### src/rtl/uart_byte_rx.sv
// rtl/uart_byte_rx.sv - 8N1 serial byte receiver, 16x oversampling, 5-sample majority vote
module uart_byte_rx #(
  parameter int SYNC_STAGES = 2
) (
  input  logic       clk,
  input  logic       rst_n,
  input  logic [3:0] baud_set,
  input  logic       rs232_rx,
  output logic [7:0] data_byte,
  output logic       rx_done,
  output logic       frame_err,
  output logic       uart_state
);

  typedef enum logic {S_IDLE, S_RECV} state_t;

  state_t                 r_state;
  state_t                 w_state_next;
  logic [SYNC_STAGES-1:0] r_sync;
  logic                   r_line_d;
  logic [8:0]             r_period_m1;
  logic [8:0]             r_div_cnt;
  logic [3:0]             r_sub_cnt;
  logic [3:0]             r_bit_cnt;
  logic [2:0]             r_vote;
  logic [7:0]             r_shift;
  logic [7:0]             r_data_byte;
  logic                   r_rx_done;
  logic                   r_frame_err;
  logic                   r_uart_state;

  logic                   w_line;
  logic                   w_fall;
  logic [8:0]             w_period_m1;
  logic                   w_tick;
  logic                   w_in_window;
  logic [2:0]             w_vote_sum;
  logic                   w_bit_val;
  logic                   w_mid;
  logic                   w_false_start;
  logic                   w_stop_done;

  assign w_line = r_sync[SYNC_STAGES-1];
  assign w_fall = ~w_line & r_line_d;

  always_comb begin
    case (baud_set)
      4'd1:    w_period_m1 = 9'd162;
      4'd2:    w_period_m1 = 9'd80;
      4'd3:    w_period_m1 = 9'd53;
      4'd4:    w_period_m1 = 9'd26;
      default: w_period_m1 = 9'd325;
    endcase
  end

  assign w_tick        = (r_state == S_RECV) && (r_div_cnt == r_period_m1);
  assign w_in_window   = (r_sub_cnt >= 4'd6) && (r_sub_cnt <= 4'd10);
  // The current sample is folded in so the decision at sub_cnt 10 sees all five votes
  assign w_vote_sum    = w_in_window ? (r_vote + {2'b00, w_line}) : r_vote;
  assign w_bit_val     = (w_vote_sum >= 3'd3);
  assign w_mid         = w_tick && (r_sub_cnt == 4'd10);
  assign w_false_start = w_mid && (r_bit_cnt == 4'd0) && w_bit_val;
  assign w_stop_done   = w_mid && (r_bit_cnt == 4'd9);

  always_ff @(posedge clk or negedge rst_n) begin
    if (!rst_n) begin
      r_sync   <= '1;
      r_line_d <= 1'b1;
    end else begin
      r_sync   <= {r_sync[SYNC_STAGES-2:0], rs232_rx};
      r_line_d <= w_line;
    end
  end

  always_ff @(posedge clk or negedge rst_n) begin
    if (!rst_n) r_state <= S_IDLE;
    else        r_state <= w_state_next;
  end

  always_comb begin
    w_state_next = r_state;
    case (r_state)
      S_IDLE: if (w_fall) w_state_next = S_RECV;
      S_RECV: if (w_false_start || w_stop_done) w_state_next = S_IDLE;
      default: w_state_next = S_IDLE;
    endcase
  end

  always_ff @(posedge clk or negedge rst_n) begin
    if (!rst_n) begin
      r_period_m1  <= '0;
      r_div_cnt    <= '0;
      r_sub_cnt    <= '0;
      r_bit_cnt    <= '0;
      r_vote       <= '0;
      r_shift      <= '0;
      r_data_byte  <= '0;
      r_rx_done    <= 1'b0;
      r_frame_err  <= 1'b0;
      r_uart_state <= 1'b0;
    end else begin
      r_rx_done    <= 1'b0;
      r_frame_err  <= 1'b0;
      r_uart_state <= (r_state == S_RECV);
      if (r_state == S_IDLE) begin
        if (w_fall) begin
          r_period_m1 <= w_period_m1;
          r_div_cnt   <= '0;
          r_sub_cnt   <= '0;
          r_bit_cnt   <= '0;
          r_vote      <= '0;
        end
      end else if (w_tick) begin
        r_div_cnt <= '0;
        r_sub_cnt <= r_sub_cnt + 4'd1;
        if (r_sub_cnt == 4'd15) r_bit_cnt <= r_bit_cnt + 4'd1;
        r_vote <= (r_sub_cnt == 4'd0) ? 3'd0 : w_vote_sum;
        if (w_mid && (r_bit_cnt >= 4'd1) && (r_bit_cnt <= 4'd8))
          r_shift <= {w_bit_val, r_shift[7:1]};
        if (w_stop_done) begin
          r_data_byte <= r_shift;
          r_rx_done   <= 1'b1;
          r_frame_err <= ~w_bit_val;
        end
      end else begin
        r_div_cnt <= r_div_cnt + 9'd1;
      end
    end
  end

  assign data_byte  = r_data_byte;
  assign rx_done    = r_rx_done;
  assign frame_err  = r_frame_err;
  assign uart_state = r_uart_state;

endmodule

### config.mk
export PLATFORM = sky130hd
export DESIGN_NAME = uart_byte_rx
export DESIGN_NICKNAME = d
export VERILOG_FILES = /design/src/rtl/uart_byte_rx.sv
export SDC_FILE = /design/constraint.sdc
export NUM_CORES = 1
export LEC_CHECK = 0
export CORE_UTILIZATION = 34
export DETAILED_ROUTE_END_ITERATION = 7
export HOLD_SLACK_MARGIN = 0.15
export SLEW_MARGIN = 20
export SYNTH_ARGS = -nofsm -noshare
export SYNTH_HDL_FRONTEND = slang
export SYNTH_SLANG_ARGS = --single-unit
### constraint.sdc
create_clock -name clk -period 2.2 [get_ports clk]
set_input_delay 0.55 -clock clk [delete_from_list [all_inputs] [get_ports clk]]
set_output_delay 0.55 -clock clk [all_outputs]
set_load 0.01 [all_outputs]
Fig. 1: track usage over the die
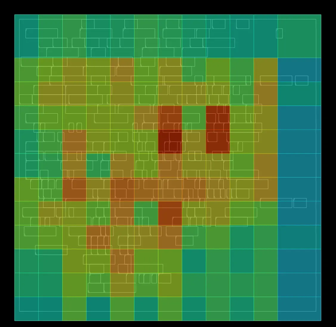
grt met3 use: 3.08%
Most Crowded Layer GR: met2
GRT met1 Usage: 19.1%
gr usage total: 13.8%

Fig. 2: a small window of the routed layout
Window x 54 to 79, y 10 to 35 um. Cells in grey, sequential cells in the stronger grey; small squares are vias.
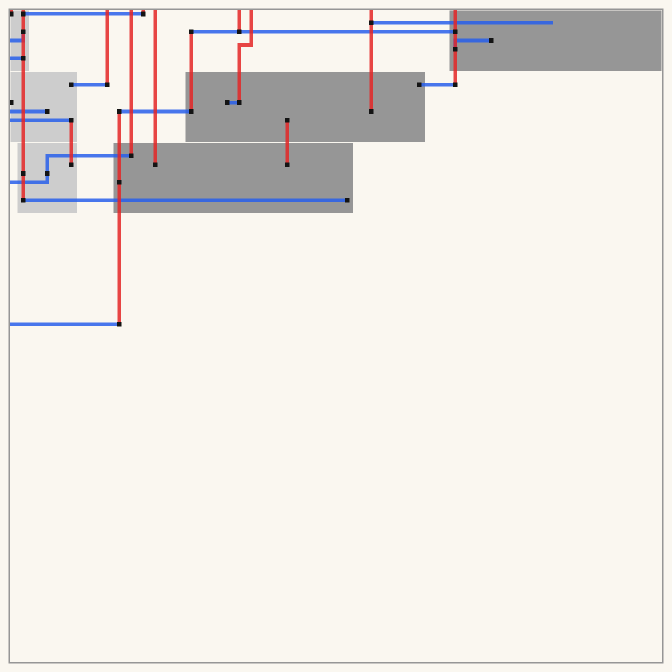
[blue] M1
[red] M2
cells with their middle in the window: 6
sequential cells in the window: 3
most frequent: dfrtp_1 (3)

==> run_results.csv <==
group,metric,value,unit
power,powerDensity,777,nW/um^2
timing,fin_worst_skew,0.00936,ns
synthesis,synthCells,228,
grt,grt_max_degree,34,
synthesis,edf_count,0,
timing,hold_viol,0,
layout,clk_share,3.26,%
layout,buffer_area_share,8.95,%
layout,seq_share,42.8,%
run_status,status,"complete, no violations",
layout,n_all_inverters,14,
layout,antennaDiodeCount,0,
routing,vias_per_cell,4.87,
timing,report.final.slew_viol_count,0,
routing,wl,4.77,mm
floorplanning,core_area,7210,sq um
clocking,holdBufCountCts,0,
synthesis,mux_area_share,9.91,%
floorplanning,num_rows,31,
timing,setup_viol,0,
placement,gp_congestion,0.778,
layout,multi_input_comb_cells,156,
grt,grt_pass1_vias,1715,
clocking,h-tree-depth,2,
synthesis,yosysTopAreaCell,"dfrtp_1",
synthesis,synthTopCellsByCount,"dfrtp_1 (48), nand2_1 (21), mux2_2 (17)",
clocking,cts_setup_buffers,0,
clocking,cts_tree,"built",
routing,wl_per_cell,13.3,um
layout,buffers,29,
hold_path,worstHoldPathType,"in2async",
clocking,cts-buffers-inserted,5,
==> critical path, stage by stage (launching register included) <==
cell	delay [ns]
dfrtp_1	0.43
xor2_1	0.18
nor4_4	0.39
nand4_2	0.22
buf_4	0.22
a2111oi_1	0.39
a311o_1	0.16
==> worst paths after layout <==
| path | cells after the start | slack (ns) | end | from |
|---|---|---|---|---|
| max | 6 | 0.15 | r_vote[2] | r_div_cnt[7] |
| min reg2reg | 0 | 0.36 | r_sync[1] | r_sync[0] |
| max reg2reg | 6 | 0.15 | r_vote[2] | r_div_cnt[7] |
| max in group asynchronous | 2 | 1.42 | r_line_d | rst_n |
| min | 1 | 0.18 | frame_err | rst_n |
| min in group clk | 0 | 0.36 | r_sync[1] | r_sync[0] |
==> per-layer routing <==
metal	part of all wire (%)	vias to the layer above	GRT usage [%]
met4	0.92	0	5.28
met3	2.4	4	3.08
li1	-	878	-
met2	46	22	21.3
met5	0	-	0
met1	50	833	19.1
==> stage by stage <==
| stage | cell area [sq um] | instances | total power, mW | hold WS, ns | utilization (%) |
|---|---|---|---|---|---|
| after floorplan | 2540 | 228 | 1.58 | 0.254 | - |
| after global placement | 2890 | 349 | 1.76 | 0.347 | 40.1 |
| after detailed placement | 2890 | 349 | 1.77 | 0.347 | 40.1 |
| after CTS | 2990 | 357 | 2.36 | 0.196 | 41.5 |
| after global routing | 2990 | 357 | 2.50 | 0.213 | 41.5 |
| final | 2990 | 357 | 2.33 | 0.183 | 41.5 |
==> registers in the layout, indices dropped and copies added (netlist names), 2 cells and up <==
signal and flops:
r_sub_cnt 4, r_period_m1 8, data_byte 8, r_div_cnt 9, r_shift 8, r_vote 3, r_bit_cnt 4, r_sync 2
==> power breakdown <==
group	switching [mW]	internal, mW
logic	0.316	0.255
registers	0.122	1.05
clock network	0.343	0.236
Power is estimated from default activity; no workload was simulated.
